[config.mk]
export PLATFORM = sky130hd
export DESIGN_NAME = ddr3_stream_writer
export DESIGN_NICKNAME = d
export VERILOG_FILES = /design/src/rtl/cefb_pkg.sv /design/src/rtl/cefb_sync_fifo.sv /design/src/rtl/ddr3_stream_writer.sv
export SDC_FILE = /design/constraint.sdc
export NUM_CORES = 2
export LEC_CHECK = 0
export CAP_MARGIN = 10
export CORE_MARGIN = 3
export CORE_UTILIZATION = 30
export DETAILED_ROUTE_END_ITERATION = 10
export GPL_TIMING_DRIVEN = 0
export PLACE_DENSITY_LB_ADDON = 0.2
export SLEW_MARGIN = 20
export SYNTH_ARGS = -nofsm -noshare
export SYNTH_HDL_FRONTEND = slang
export SYNTH_SLANG_ARGS = --single-unit
[constraint.sdc]
create_clock -name clk -period 11.2 [get_ports clk]
set_input_delay 1.12 -clock clk [delete_from_list [all_inputs] [get_ports clk]]
set_output_delay 1.12 -clock clk [all_outputs]
set_load 0.1 [all_outputs]
[src/rtl/cefb_pkg.sv]
// Shared types and widths for the DDR3 stream writer and its FIFO.
// Latency: n/a (declarations only).
// Backpressure: n/a.
package cefb_pkg;

    localparam int DATA_W_DEF = 64;
    localparam int ADDR_W_DEF = 26;
    localparam int AVL_SIZE_W = 7;

    typedef enum logic {
        IDLE  = 1'b0,
        BURST = 1'b1
    } state_t;

endpackage

[src/rtl/cefb_sync_fifo.sv]
// Single-clock show-ahead FIFO with level output and a one-ahead peek of the next entry.
// Latency: a push at edge N is visible on head after edge N.
// Backpressure: pushes while full and pops while empty are ignored; full/empty are decodes of the registered level.
module cefb_sync_fifo #(
    parameter int DATA_W = 64,
    parameter int DEPTH  = 32
) (
    input  logic                     clk,
    input  logic                     srst,
    input  logic                     push,
    input  logic [DATA_W-1:0]        push_dat,
    input  logic                     pop,
    output logic                     full,
    output logic                     empty,
    output logic [$clog2(DEPTH):0]   level,
    output logic [DATA_W-1:0]        head,
    output logic [DATA_W-1:0]        head_next
);

    localparam int PTR_W = $clog2(DEPTH);
    localparam int LVL_W = PTR_W + 1;

    logic [DATA_W-1:0] mem_q [DEPTH];
    logic [PTR_W-1:0]  wr_ptr_q, wr_ptr_d;
    logic [PTR_W-1:0]  rd_ptr_q, rd_ptr_d;
    logic [PTR_W-1:0]  rd_ptr_nxt;
    logic [LVL_W-1:0]  level_q, level_d;
    logic              do_push, do_pop;

    // Qualify requests against the registered flags and compute next pointers/level
    always_comb begin
        do_push    = push && !full;
        do_pop     = pop && !empty;
        rd_ptr_nxt = rd_ptr_q + PTR_W'(1);
        wr_ptr_d   = do_push ? wr_ptr_q + PTR_W'(1) : wr_ptr_q;
        rd_ptr_d   = do_pop ? rd_ptr_nxt : rd_ptr_q;
        level_d    = level_q + LVL_W'(do_push) - LVL_W'(do_pop);
    end

    // Pointer and level registers; reset empties the FIFO
    always_ff @(posedge clk) begin
        if (srst) begin
            wr_ptr_q <= '0;
            rd_ptr_q <= '0;
            level_q  <= '0;
        end else begin
            wr_ptr_q <= wr_ptr_d;
            rd_ptr_q <= rd_ptr_d;
            level_q  <= level_d;
        end
    end

    // Storage array; contents need no reset because level gates every read
    always_ff @(posedge clk) begin
        if (do_push) begin
            mem_q[wr_ptr_q] <= push_dat;
        end
    end

    assign full      = (level_q == LVL_W'(DEPTH));
    assign empty     = (level_q == '0);
    assign level     = level_q;
    assign head      = mem_q[rd_ptr_q];
    assign head_next = mem_q[rd_ptr_nxt];

endmodule

[src/rtl/ddr3_stream_writer.sv]
// Buffers a valid/ready beat stream and drains it as Avalon-MM write bursts into a circular DDR3 address window.
// Latency: a beat pushed at edge N is driven on avl_wdata after edge N+1, so the controller samples it at N+2 at the earliest.
// Backpressure: in_ready falls only when the FIFO is full; avl_ready low holds the current beat, address and size.
module ddr3_stream_writer
    import cefb_pkg::*;
#(
    parameter int DATA_W     = DATA_W_DEF,
    parameter int ADDR_W     = ADDR_W_DEF,
    parameter int BURST_LEN  = 8,
    parameter int FIFO_DEPTH = 32
) (
    input  logic                  clk,
    input  logic                  srst,
    input  logic [DATA_W-1:0]     in_data,
    input  logic                  in_valid,
    output logic                  in_ready,
    input  logic                  flush,
    output logic                  flush_done,
    input  logic                  restart,
    input  logic [ADDR_W-1:0]     cfg_base,
    input  logic [ADDR_W-1:0]     cfg_span,
    input  logic                  avl_ready,
    output logic                  avl_write_req,
    output logic                  avl_burstbegin,
    output logic [ADDR_W-1:0]     avl_addr,
    output logic [AVL_SIZE_W-1:0] avl_size,
    output logic [DATA_W-1:0]     avl_wdata,
    output logic [DATA_W/8-1:0]   avl_be,
    output logic [31:0]           beats_written
);

    localparam int LVL_W = $clog2(FIFO_DEPTH) + 1;
    localparam int EXT_W = ADDR_W + 1;

    logic                  fifo_full, fifo_empty, push, pop;
    logic [LVL_W-1:0]      fifo_level;
    logic [DATA_W-1:0]     fifo_head, fifo_head_next;

    state_t                state_q, state_d;
    logic [ADDR_W-1:0]     wptr_q, wptr_d, wptr_eff;
    logic [ADDR_W-1:0]     avl_addr_q, avl_addr_d;
    logic [AVL_SIZE_W-1:0] avl_size_q, avl_size_d;
    logic [AVL_SIZE_W-1:0] beat_cnt_q, beat_cnt_d, burst_len;
    logic [DATA_W-1:0]     avl_wdata_q, avl_wdata_d;
    logic                  avl_write_req_q, avl_write_req_d;
    logic                  avl_burstbegin_q, avl_burstbegin_d;
    logic                  flush_pend_q, flush_pend_d;
    logic                  flush_done_q, flush_done_d;
    logic [31:0]           beats_written_q, beats_written_d;
    logic [EXT_W-1:0]      win_end, room, len_ext, wptr_adv;

    cefb_sync_fifo #(
        .DATA_W (DATA_W),
        .DEPTH  (FIFO_DEPTH)
    ) u_fifo (
        .clk       (clk),
        .srst      (srst),
        .push      (push),
        .push_dat  (in_data),
        .pop       (pop),
        .full      (fifo_full),
        .empty     (fifo_empty),
        .level     (fifo_level),
        .head      (fifo_head),
        .head_next (fifo_head_next)
    );

    // Handshakes and window arithmetic, one bit wider so base+span cannot overflow
    always_comb begin
        push      = in_valid && !fifo_full;
        pop       = avl_write_req_q && avl_ready;
        wptr_eff  = (state_q == IDLE && restart) ? cfg_base : wptr_q;
        win_end   = {1'b0, cfg_base} + {1'b0, cfg_span};
        room      = win_end - {1'b0, wptr_eff};
        wptr_adv  = {1'b0, wptr_q} + EXT_W'(avl_size_q);
        len_ext   = EXT_W'(fifo_level);
        if (len_ext > EXT_W'(BURST_LEN)) begin
            len_ext = EXT_W'(BURST_LEN);
        end
        if (len_ext > room) begin
            len_ext = room;
        end
        burst_len = AVL_SIZE_W'(len_ext);
    end

    // Burst FSM next-state: launch, beat accounting, pointer wrap and flush completion
    always_comb begin
        state_d          = state_q;
        wptr_d           = wptr_eff;
        avl_addr_d       = avl_addr_q;
        avl_size_d       = avl_size_q;
        beat_cnt_d       = beat_cnt_q;
        avl_wdata_d      = avl_wdata_q;
        avl_write_req_d  = avl_write_req_q;
        avl_burstbegin_d = 1'b0;
        flush_pend_d     = flush_pend_q || flush;
        flush_done_d     = 1'b0;
        beats_written_d  = beats_written_q;
        case (state_q)
            IDLE: begin
                if (!fifo_empty && (fifo_level >= LVL_W'(BURST_LEN) || flush_pend_q)) begin
                    state_d          = BURST;
                    avl_write_req_d  = 1'b1;
                    avl_burstbegin_d = 1'b1;
                    avl_addr_d       = wptr_eff;
                    avl_size_d       = burst_len;
                    beat_cnt_d       = '0;
                    avl_wdata_d      = fifo_head;
                end else if (flush_pend_q && fifo_empty && !push) begin
                    flush_pend_d = 1'b0;
                    flush_done_d = 1'b1;
                end
            end
            BURST: begin
                if (pop) begin
                    beats_written_d = beats_written_q + 32'd1;
                    beat_cnt_d      = beat_cnt_q + AVL_SIZE_W'(1);
                    avl_wdata_d     = fifo_head_next;
                    if (beat_cnt_q == avl_size_q - AVL_SIZE_W'(1)) begin
                        state_d         = IDLE;
                        avl_write_req_d = 1'b0;
                        wptr_d          = (wptr_adv == win_end) ? cfg_base : ADDR_W'(wptr_adv);
                    end
                end
            end
            default: state_d = IDLE;
        endcase
    end

    // All state and registered outputs; reset abandons any burst in flight
    always_ff @(posedge clk) begin
        if (srst) begin
            state_q          <= IDLE;
            wptr_q           <= cfg_base;
            avl_addr_q       <= cfg_base;
            avl_size_q       <= '0;
            beat_cnt_q       <= '0;
            avl_wdata_q      <= '0;
            avl_write_req_q  <= 1'b0;
            avl_burstbegin_q <= 1'b0;
            flush_pend_q     <= 1'b0;
            flush_done_q     <= 1'b0;
            beats_written_q  <= '0;
        end else begin
            state_q          <= state_d;
            wptr_q           <= wptr_d;
            avl_addr_q       <= avl_addr_d;
            avl_size_q       <= avl_size_d;
            beat_cnt_q       <= beat_cnt_d;
            avl_wdata_q      <= avl_wdata_d;
            avl_write_req_q  <= avl_write_req_d;
            avl_burstbegin_q <= avl_burstbegin_d;
            flush_pend_q     <= flush_pend_d;
            flush_done_q     <= flush_done_d;
            beats_written_q  <= beats_written_d;
        end
    end

    assign in_ready       = !fifo_full;
    assign flush_done     = flush_done_q;
    assign avl_write_req  = avl_write_req_q;
    assign avl_burstbegin = avl_burstbegin_q;
    assign avl_addr       = avl_addr_q;
    assign avl_size       = avl_size_q;
    assign avl_wdata      = avl_wdata_q;
    assign avl_be         = '1;
    assign beats_written  = beats_written_q;

endmodule
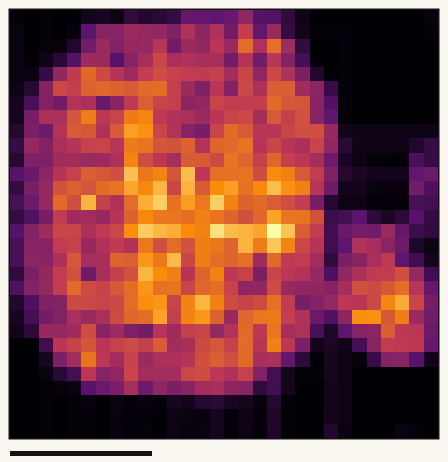
wire_density.png
Bar = 200 um. 30 x 30 tiles, from black (low) to pale yellow (high), scaled to the fullest tile. Values are wire area over tile area, all layers added.
tiles over half the peak	34%
fullest tile	0.57
mean over tiles	0.20
nearly empty tiles	19%
emptiest ninth of the die	north-east
Avg WL per Cell: 38.1 um
Total Routed Length: 429000 um

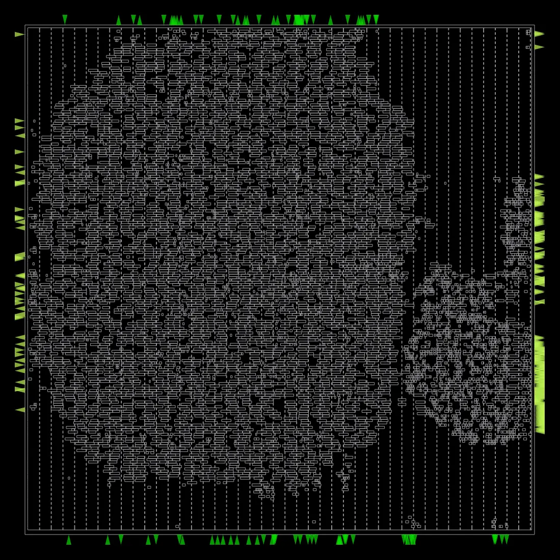
final_placement.png
Non-Filler Instances: 11300
sequential cells: 2236
Tapcell Cnt: 4730
num rows: 218

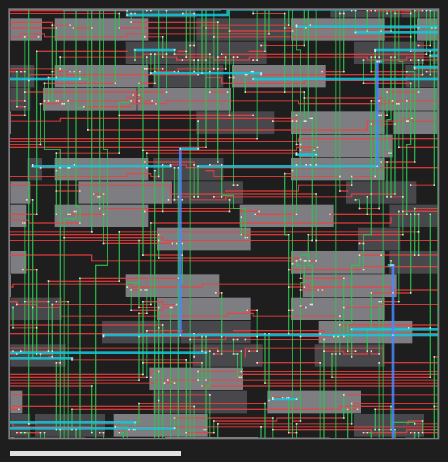
zoom.png
Bar = 20 um. Window x 125 to 175, y 125 to 175 um. Cells in grey, sequential cells in the stronger grey; small squares are vias.
colour	layer
green	met2
cyan	met3
blue	met4
red	met1
netlist names of flops here include	u_fifo.mem_q (24)
most frequent	edfxtp_1 (24), mux4_2 (15), clkbuf_16 (3)
sequential cells in the window	24
cells with their middle in the window	46

==> metrics.cfg <==
[sta]
clock_skew_ns=0.110
holdWs_ns=0.485
period_needed_ns=7.12
final-hold-violation-count=0
setup_viol=0
tightest_slew_ns=1.25

[worst_setup_path]
criticalPathCategory=input port to register
startpoint=cfg_base[1]
cp_max_fo=7
arrival_ns=7.91
crit_path_end=avl_size[0]
required_ns=11.99
r2r_end=avl_size[0]
reg2regPathDepth=21

[power_and_ir_drop]
cellPowerDensity_nw_per_um2=213
power-top-group=registers
p_seq_mw=9.56

[grt]
grt.met2_usage_pct=36.8
grt_overflow_total=0
gr-usage-all-layers_pct=23.2

[synth]
async_reset_ff_share_pct=0
yosys.area.top_type=edfxtp_1
synthTopLogicFamily=multiplexers
synthAoiAreaFrac_pct=3.52
synthCells=5590
edf_count=2074
yosys-top-cells-area=edfxtp_1, mux4_2, dfxtp_1
synth.most_common_cell=edfxtp_1

[floorplanning]
core_util_floorplan_pct=30.2

[cells_and_area]
layout.nets=6517
nFillCells=32700

[run]
warnings=34

[detailed_routing]
drc=0
drtAntennaViolNets=0
drt_iter0_drc=9293
top_layer=met5

[clock_tree]
root_buffer=clkbuf_16
clk_latency_ns=0.97
tritoncts=built
cts_setup_buffers=0

[run_status]
outcome=complete, no violations

## critical path, delay by kind of cell
kind	cells	cell delay [ns]
xor gates and xnor gates	1	0.31
AOI/OAI and AO/OA	9	2.92
adders and majority gates	2	0.68
buffers and inverters	3	1.14
and+or+nand+nor	4	1.73
## how the worst min path moves through the flow
stage                     to  slack [ns]  depth (start not counted)
6_report       avl_wdata[12]        0.49                          2
2_1_floorplan   flush_pend_q        0.45                          1
3_5_place_dp   avl_wdata[12]        0.48                          2
3_3_place_gp   avl_wdata[12]        0.47                          2
5_1_grt        avl_wdata[21]        0.51                          2
4_1_cts        avl_wdata[12]        0.49                          2
## final cells by class
cell class	count	area [um2]	share of cell area (%)
tap	4730	5920	4.61
multi-input combinational	2883	39400	30.7
inverter	60	225	0.175
buffer	418	1950	1.52
clock buffer	337	6910	5.38
sequential	2236	65500	51.0
timing repair buffer	463	7000	5.45
antenna	13	32.5	0.0253
clock inverter	120	1520	1.18
## per-stage QoR
step,std cells,setup TNS [ns],utilization (%),total power [mW],worst slack (ns)
2_1_floorplan,5597,0,-,15.3,5.25
3_3_place_gp,10600,-1097.12,32.6,18.8,-1.15
3_5_place_dp,10800,0,34.0,18.9,3.17
4_1_cts,11200,0,36.4,27.5,4.11
5_1_grt,11300,0,36.4,28.2,3.60
6_report,11300,0,36.4,27.3,4.08
## registers in the layout, indices dropped and copies added, names as in the netlist, named ones only
register / cells
avl_addr: 26
avl_burstbegin: 1
avl_size: 7
avl_wdata: 64
avl_write_req: 1
beat_cnt_q: 7
beats_written: 32
flush_done: 1
flush_pend_q: 1
state_q: 1
u_fifo.level: 6
u_fifo.mem_q: 2048
u_fifo.rd_ptr_q: 5
u_fifo.wr_ptr_q: 5
wptr_q: 26
No activity file was given, so power comes from the tool's default toggle rates.
